$ cat config.mk
export PLATFORM = sky130hd
export DESIGN_NAME = main_fsm_flat
export DESIGN_NICKNAME = d
export VERILOG_FILES = /design/src/rtl/main_fsm_pkg.sv /design/src/rtl/main_fsm_if.sv /design/src/rtl/main_fsm_out.sv /design/src/rtl/main_fsm.sv /design/src/flat_wrapper.sv
export SDC_FILE = /design/constraint.sdc
export NUM_CORES = 1
export LEC_CHECK = 0
export ABC_AREA = 1
export CAP_MARGIN = 25
export CORE_MARGIN = 10
export CORE_UTILIZATION = 38
export DETAILED_ROUTE_END_ITERATION = 7
export MAX_ROUTING_LAYER = met4
export PLACE_DENSITY = 0.77
export SYNTH_ARGS = -nofsm -noshare
export SYNTH_HDL_FRONTEND = slang
export SYNTH_HIERARCHICAL = 1
export SYNTH_SLANG_ARGS = --single-unit
$ cat constraint.sdc
create_clock -name clk -period 1.35 [get_ports clk]
set_input_delay 0.135 -clock clk [delete_from_list [all_inputs] [get_ports clk]]
set_output_delay 0.135 -clock clk [all_outputs]
set_load 0.01 [all_outputs]
$ cat src/rtl/main_fsm_pkg.sv
`default_nettype none
// ============================================================================
//  Module      : main_fsm_pkg
//  Description : Shared CPU control definitions. Holds the main controller
//                state enum, mux-select constants, opcode classes and the
//                control-word struct driven by the state table.
//  Revision    : 1.0 - initial release
// ============================================================================
package main_fsm_pkg;

    // Controller states; the 4-bit encoding is exported for debug.
    typedef enum logic [3:0] {
        FETCH    = 4'd0,
        DECODE   = 4'd1,
        MEMADR   = 4'd2,
        MEMREAD  = 4'd3,
        MEMWB    = 4'd4,
        MEMWRITE = 4'd5,
        EXECUTER = 4'd6,
        EXECUTEI = 4'd7,
        ALUWB    = 4'd8,
        BRANCH   = 4'd9,
        UNKNOWN  = 4'd10
    } state_t;

    // Instruction classes carried in op
    localparam logic [1:0] c_OP_DP  = 2'b00;
    localparam logic [1:0] c_OP_MEM = 2'b01;
    localparam logic [1:0] c_OP_BR  = 2'b10;
    localparam logic [1:0] c_OP_ILL = 2'b11;

    // funct bit positions: immediate flag and S/L flag
    localparam int c_FUNCT_I  = 5;
    localparam int c_FUNCT_SL = 0;

    // ALU operand A select
    localparam logic [1:0] c_ALU_A_REG = 2'b00;
    localparam logic [1:0] c_ALU_A_PC  = 2'b01;

    // ALU operand B select
    localparam logic [1:0] c_ALU_B_REG  = 2'b00;
    localparam logic [1:0] c_ALU_B_IMM  = 2'b01;
    localparam logic [1:0] c_ALU_B_FOUR = 2'b10;

    // Result select
    localparam logic [1:0] c_RES_ALUOUT = 2'b00;
    localparam logic [1:0] c_RES_RDATA  = 2'b01;
    localparam logic [1:0] c_RES_ALU    = 2'b10;

    // Memory address select
    localparam logic c_ADR_PC  = 1'b0;
    localparam logic c_ADR_ALU = 1'b1;

    // One control word as produced by the state table
    typedef struct packed {
        logic       mem_req;
        logic       mem_w;
        logic       adr_src;
        logic       ir_write;
        logic       next_pc;
        logic       reg_w;
        logic       branch;
        logic       alu_op;
        logic       illegal;
        logic [1:0] alu_src_a;
        logic [1:0] alu_src_b;
        logic [1:0] result_src;
    } ctrl_t;

    // Control word while reset is held: strobes quiet, muxes parked on FETCH
    localparam ctrl_t c_CTRL_RESET = '{
        mem_req    : 1'b0,
        mem_w      : 1'b0,
        adr_src    : c_ADR_PC,
        ir_write   : 1'b0,
        next_pc    : 1'b0,
        reg_w      : 1'b0,
        branch     : 1'b0,
        alu_op     : 1'b0,
        illegal    : 1'b0,
        alu_src_a  : c_ALU_A_PC,
        alu_src_b  : c_ALU_B_FOUR,
        result_src : c_RES_ALU
    };

endpackage
`default_nettype wire

$ cat src/rtl/main_fsm_if.sv
`default_nettype none
// ============================================================================
//  Module      : main_fsm_if
//  Description : Control bus between the main controller and the datapath /
//                memory side. slave = controller, master = datapath.
//  Revision    : 1.0 - initial release
// ============================================================================
interface main_fsm_if;

    logic [1:0] op;
    logic [5:0] funct;
    logic       mem_ready;
    logic       mem_req;
    logic       mem_w;
    logic       adr_src;
    logic       ir_write;
    logic       next_pc;
    logic       reg_w;
    logic       branch;
    logic       alu_op;
    logic [1:0] alu_src_a;
    logic [1:0] alu_src_b;
    logic [1:0] result_src;
    logic       illegal;
    logic [3:0] state;

    modport slave (
        input  op, funct, mem_ready,
        output mem_req, mem_w, adr_src, ir_write, next_pc, reg_w, branch,
               alu_op, alu_src_a, alu_src_b, result_src, illegal, state
    );

    modport master (
        output op, funct, mem_ready,
        input  mem_req, mem_w, adr_src, ir_write, next_pc, reg_w, branch,
               alu_op, alu_src_a, alu_src_b, result_src, illegal, state
    );

endinterface
`default_nettype wire

$ cat src/rtl/main_fsm_out.sv
`default_nettype none
// ============================================================================
//  Module      : main_fsm_out
//  Description : Combinational state-to-control table of the main controller.
//                Moore outputs, except ir_write/next_pc in FETCH which follow
//                mem_ready so the IR and PC load once per completed fetch.
//  Revision    : 1.0 - initial release
// ============================================================================
module main_fsm_out
    import main_fsm_pkg::*;
(
    input  state_t i_state,
    input  logic   i_mem_ready,
    output ctrl_t  o_ctrl
);

    // Decode the current state into the control word; unlisted fields stay 0
    always_comb begin
        o_ctrl = '0;
        case (i_state)
            FETCH: begin
                o_ctrl.mem_req    = 1'b1;
                o_ctrl.alu_src_a  = c_ALU_A_PC;
                o_ctrl.alu_src_b  = c_ALU_B_FOUR;
                o_ctrl.result_src = c_RES_ALU;
                o_ctrl.ir_write   = i_mem_ready;
                o_ctrl.next_pc    = i_mem_ready;
            end
            DECODE: begin
                o_ctrl.alu_src_a  = c_ALU_A_PC;
                o_ctrl.alu_src_b  = c_ALU_B_FOUR;
                o_ctrl.result_src = c_RES_ALU;
            end
            MEMADR: begin
                o_ctrl.alu_src_b  = c_ALU_B_IMM;
            end
            MEMREAD: begin
                o_ctrl.mem_req    = 1'b1;
                o_ctrl.adr_src    = c_ADR_ALU;
            end
            MEMWB: begin
                o_ctrl.result_src = c_RES_RDATA;
                o_ctrl.reg_w      = 1'b1;
            end
            MEMWRITE: begin
                o_ctrl.mem_req    = 1'b1;
                o_ctrl.mem_w      = 1'b1;
                o_ctrl.adr_src    = c_ADR_ALU;
            end
            EXECUTER: begin
                o_ctrl.alu_op     = 1'b1;
            end
            EXECUTEI: begin
                o_ctrl.alu_op     = 1'b1;
                o_ctrl.alu_src_b  = c_ALU_B_IMM;
            end
            ALUWB: begin
                o_ctrl.reg_w      = 1'b1;
            end
            BRANCH: begin
                o_ctrl.alu_src_b  = c_ALU_B_IMM;
                o_ctrl.result_src = c_RES_ALU;
                o_ctrl.branch     = 1'b1;
            end
            UNKNOWN: begin
                o_ctrl.illegal    = 1'b1;
            end
            default: begin
                o_ctrl = '0;
            end
        endcase
    end

endmodule
`default_nettype wire

$ cat src/rtl/main_fsm.sv
`default_nettype none
// ============================================================================
//  Module      : main_fsm
//  Description : Multicycle CPU main controller. Walks each instruction
//                through fetch, decode and class-specific execute states,
//                traps on illegal opcodes until reset.
//  Revision    : 1.0 - initial release
// ============================================================================
module main_fsm
    import main_fsm_pkg::*;
(
    input  logic        clk,
    input  logic        reset_n,
    main_fsm_if.slave   bus
);

    state_t r_state;
    state_t w_state_nxt;
    ctrl_t  w_tbl;
    ctrl_t  w_ctrl;
    logic   w_unused_funct;

    // Only the I and S/L bits of funct steer the controller
    assign w_unused_funct = ^bus.funct[4:1];

    // State register; reset drops straight back to FETCH without a clock
    always_ff @(posedge clk or negedge reset_n) begin
        if (!reset_n) begin
            r_state <= FETCH;
        end else begin
            r_state <= w_state_nxt;
        end
    end

    // Next-state selection from the current state, opcode class and memory handshake
    always_comb begin
        w_state_nxt = FETCH;
        case (r_state)
            FETCH:    w_state_nxt = bus.mem_ready ? DECODE : FETCH;
            DECODE: begin
                case (bus.op)
                    c_OP_DP:  w_state_nxt = bus.funct[c_FUNCT_I] ? EXECUTEI : EXECUTER;
                    c_OP_MEM: w_state_nxt = MEMADR;
                    c_OP_BR:  w_state_nxt = BRANCH;
                    default:  w_state_nxt = UNKNOWN;
                endcase
            end
            MEMADR:   w_state_nxt = bus.funct[c_FUNCT_SL] ? MEMREAD : MEMWRITE;
            MEMREAD:  w_state_nxt = bus.mem_ready ? MEMWB : MEMREAD;
            MEMWB:    w_state_nxt = FETCH;
            MEMWRITE: w_state_nxt = bus.mem_ready ? FETCH : MEMWRITE;
            EXECUTER: w_state_nxt = ALUWB;
            EXECUTEI: w_state_nxt = ALUWB;
            ALUWB:    w_state_nxt = FETCH;
            BRANCH:   w_state_nxt = FETCH;
            UNKNOWN:  w_state_nxt = UNKNOWN;
            default:  w_state_nxt = FETCH;
        endcase
    end

    main_fsm_out u_out (
        .i_state     (r_state),
        .i_mem_ready (bus.mem_ready),
        .o_ctrl      (w_tbl)
    );

    // Hold every strobe low while reset is asserted, even though FETCH would request memory
    always_comb begin
        w_ctrl = w_tbl;
        if (!reset_n) begin
            w_ctrl = c_CTRL_RESET;
        end
    end

    assign bus.mem_req    = w_ctrl.mem_req;
    assign bus.mem_w      = w_ctrl.mem_w;
    assign bus.adr_src    = w_ctrl.adr_src;
    assign bus.ir_write   = w_ctrl.ir_write;
    assign bus.next_pc    = w_ctrl.next_pc;
    assign bus.reg_w      = w_ctrl.reg_w;
    assign bus.branch     = w_ctrl.branch;
    assign bus.alu_op     = w_ctrl.alu_op;
    assign bus.alu_src_a  = w_ctrl.alu_src_a;
    assign bus.alu_src_b  = w_ctrl.alu_src_b;
    assign bus.result_src = w_ctrl.result_src;
    assign bus.illegal    = w_ctrl.illegal;
    assign bus.state      = r_state;

endmodule
`default_nettype wire
$ cat src/flat_wrapper.sv
// flat-port wrapper written by rule: the top's interface ports become plain ports
module main_fsm_flat import main_fsm_pkg::*;
  (clk, reset_n, bus_op, bus_funct, bus_mem_ready, bus_mem_req, bus_mem_w, bus_adr_src, bus_ir_write, bus_next_pc, bus_reg_w, bus_branch, bus_alu_op, bus_alu_src_a, bus_alu_src_b, bus_result_src, bus_illegal, bus_state);
  main_fsm_if bus_i ();
  input  logic clk;
  input  logic reset_n;
  input wire logic [$bits(bus_i.op)-1:0] bus_op;
  input wire logic [$bits(bus_i.funct)-1:0] bus_funct;
  input wire logic [$bits(bus_i.mem_ready)-1:0] bus_mem_ready;
  output wire logic [$bits(bus_i.mem_req)-1:0] bus_mem_req;
  output wire logic [$bits(bus_i.mem_w)-1:0] bus_mem_w;
  output wire logic [$bits(bus_i.adr_src)-1:0] bus_adr_src;
  output wire logic [$bits(bus_i.ir_write)-1:0] bus_ir_write;
  output wire logic [$bits(bus_i.next_pc)-1:0] bus_next_pc;
  output wire logic [$bits(bus_i.reg_w)-1:0] bus_reg_w;
  output wire logic [$bits(bus_i.branch)-1:0] bus_branch;
  output wire logic [$bits(bus_i.alu_op)-1:0] bus_alu_op;
  output wire logic [$bits(bus_i.alu_src_a)-1:0] bus_alu_src_a;
  output wire logic [$bits(bus_i.alu_src_b)-1:0] bus_alu_src_b;
  output wire logic [$bits(bus_i.result_src)-1:0] bus_result_src;
  output wire logic [$bits(bus_i.illegal)-1:0] bus_illegal;
  output wire logic [$bits(bus_i.state)-1:0] bus_state;
  assign bus_i.op = bus_op;
  assign bus_i.funct = bus_funct;
  assign bus_i.mem_ready = bus_mem_ready;
  assign bus_mem_req = bus_i.mem_req;
  assign bus_mem_w = bus_i.mem_w;
  assign bus_adr_src = bus_i.adr_src;
  assign bus_ir_write = bus_i.ir_write;
  assign bus_next_pc = bus_i.next_pc;
  assign bus_reg_w = bus_i.reg_w;
  assign bus_branch = bus_i.branch;
  assign bus_alu_op = bus_i.alu_op;
  assign bus_alu_src_a = bus_i.alu_src_a;
  assign bus_alu_src_b = bus_i.alu_src_b;
  assign bus_result_src = bus_i.result_src;
  assign bus_illegal = bus_i.illegal;
  assign bus_state = bus_i.state;
  main_fsm u_core (.clk(clk), .reset_n(reset_n), .bus(bus_i));
endmodule
**Logic cells by family**

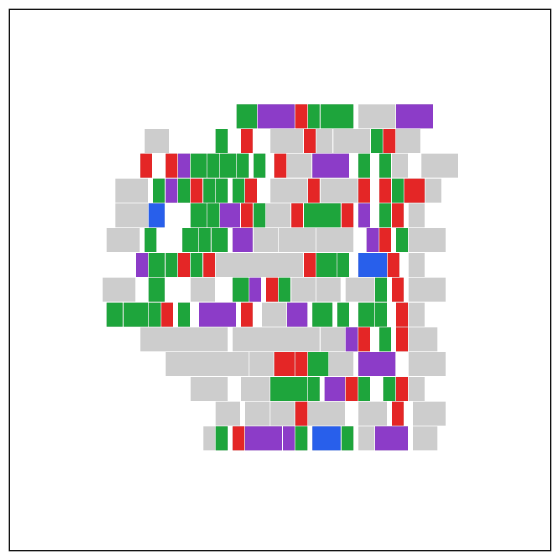
Key: inv cells = red [cells 36, most used inv_1]; aoi and oai cells = blue [cells 3]; nand cells = green [cells 54, most used nand2_1]; nor cells = purple [cells 19, most used nor2_1]
Layout Cells excl Fill: 179
most frequent logic cell in the layout: sky130_fd_sc_hd__nand2_1

**Pin placement**

The bar under the picture is 20 um long. Pins as bars across the die edge, other pins in gray.
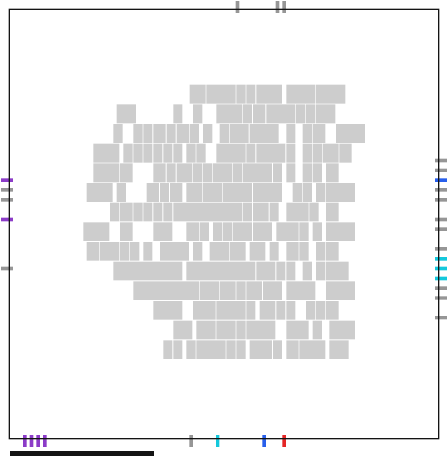
Key: bus_funct = purple [pins 6, direction input, edge 4 bottom, 2 left]; bus_state = cyan [pins 4, direction output, edge 3 right, 1 bottom]; bus_result_src = blue [pins 2, direction output, edge 1 bottom, 1 right]; bus_reg_w = red [pins 1, direction output, edge bottom]
All pins by edge: 14 right, 8 bottom, 5 left, 3 top.
die width: 59.26 um
die boundary height: 59.26 um
I/O Buffers: 24

==> metrics.log <==
[metrics] run summary
[metrics] async set-reset flop share out of synthesis: 100.0%
[metrics] maximum count of clock buffers along a single path: 2
[metrics] Row Count: 14
[metrics] root buffer selected by CTS: sky130_fd_sc_hd__clkbuf_4
[metrics] most repeated cell in the gate-level netlist after synthesis: sky130_fd_sc_hd__nand2_1
[metrics] unique cell type count in the Yosys netlist: 18
[metrics] violation tally from detailed-route iteration zero: 12
[metrics] CP startpoint kind: flip-flop
[metrics] Setup TNS: -1.269 ns
[metrics] first element of the critical path: u_core/bus.state[3]$_DFF_PN0_
[metrics] crit end category: output port
[metrics] CTS tree: built
[metrics] Power Total: between 1500 and 2000 uW
[metrics] post-detailed-routing wire length: 2049 um
[metrics] area of the placeable core: roughly 1500 um2
[metrics] net count of the finished layout: 176
[metrics] data required time at the worst endpoint: approximately 1.2 ns
[metrics] number of cells in the design after placement: 167
[metrics] time the worst path needs with I/O delays and setup: 1.477 ns
[metrics] Die ar.: about 3500 um2
[metrics] clock sink total: 4
[metrics] Post-Syn Instances: approximately 120
[metrics] vias in the first global route: approximately 740
[metrics] worst reg2reg setup slack: approximately 0.090 ns
[metrics] capturing point of the worst reg2reg path: u_core/bus.state[0]$_DFF_PN0_
[metrics] detailed placer's ending HPWL: between 1000 and 1500 um
[metrics] power density over the cells: 1821 nW/um2
[metrics] result of the run: finished, violations left
[metrics] Setup WS post-layout: -0.1266 ns
[metrics] number of max-slew violations in the final report: 0
[metrics] post-place instance area: approximately 900 um2
[metrics] flops & latches, synth: 4
[metrics] minimum hold slack: between 0.3 and 0.4 ns
[metrics] Layout Cell Area excl Fill: ~1100 um2
[metrics] aggregate global routing overflow: 0
[metrics] Finish-stage setup viols: 13
[metrics] yosys stat cell total: about 120
[metrics] core utilization before placement: 39.33%
[metrics] net count of the mapped netlist: 131
[metrics] number of OpenROAD warnings: 32
[metrics] capture point of the critical path: bus_mem_req
[metrics] timing-limited maximum frequency: approximately 680 MHz
[metrics] flip-flop count of the largest register after layout: 4
[metrics] clock insertion delay at the later pin of the skew report: ~0.24 ns
[metrics] remaining design rule violation count: 0
[metrics] initial antenna violation count: 0
[metrics] violations in the final reports: setup timing
[metrics] total global-route track usage: 11.49%
**Cells by drive strength**

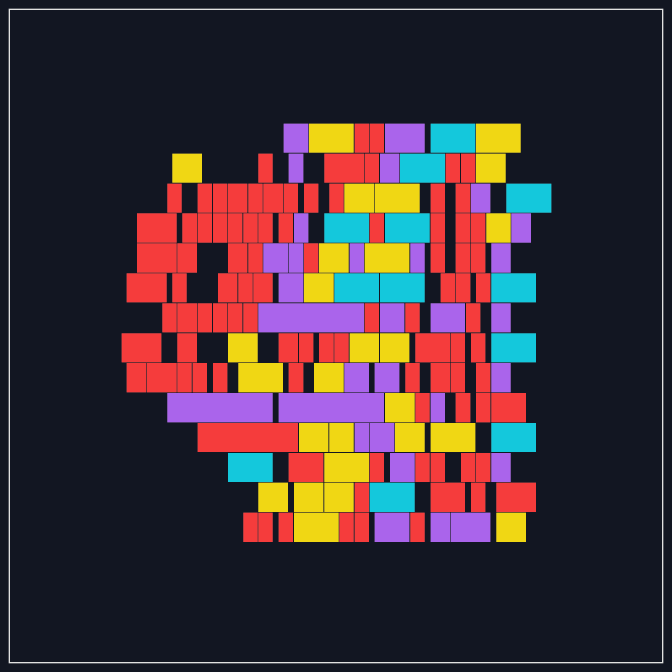
Key: x3 and x4 = yellow [cells 26, most used buf_4]; x1 and smaller = red [cells 95, most used nand2_1]; x2 = purple [cells 30, most used buf_2]; x6 and larger = cyan [cells 12, most used buf_6]

## cell families (layout without fill, tap and decap cells)
logic type	after synthesis	in the layout	share of synthesized area, %
AOI/OAI and AO/OA	3	3	3.204
buffers and inverters	39	82	26.49
DFF	4	4	17.09
other	1	1	0.6404
and+or+nand+nor	73	73	52.56
## final cells by class
class | instances | area, um2
Fill cell | 117 | 425.4
Multi-Input combinational cell | 77 | 409.1
Timing Repair Buffer | 43 | 367.9
Inverter | 36 | 140.1
Sequential cell | 4 | 103.9
Clock buffer | 3 | 22.52
Tap cell | 16 | 20.02
## metal layers
layer	global-route usage (%)	routed length, um
met1	10.63	816
met2	19.61	1031
met3	4.721	196
met4	6.230	4
met5	-	0
## report_power, final
part           switching [uW]  internal, uW  total [uW]
combinational             834           707        1540
clock                    57.2           100         157
sequential               67.9           171         239
total                     959           978        1940
Power and IR drop assume default switching activity.
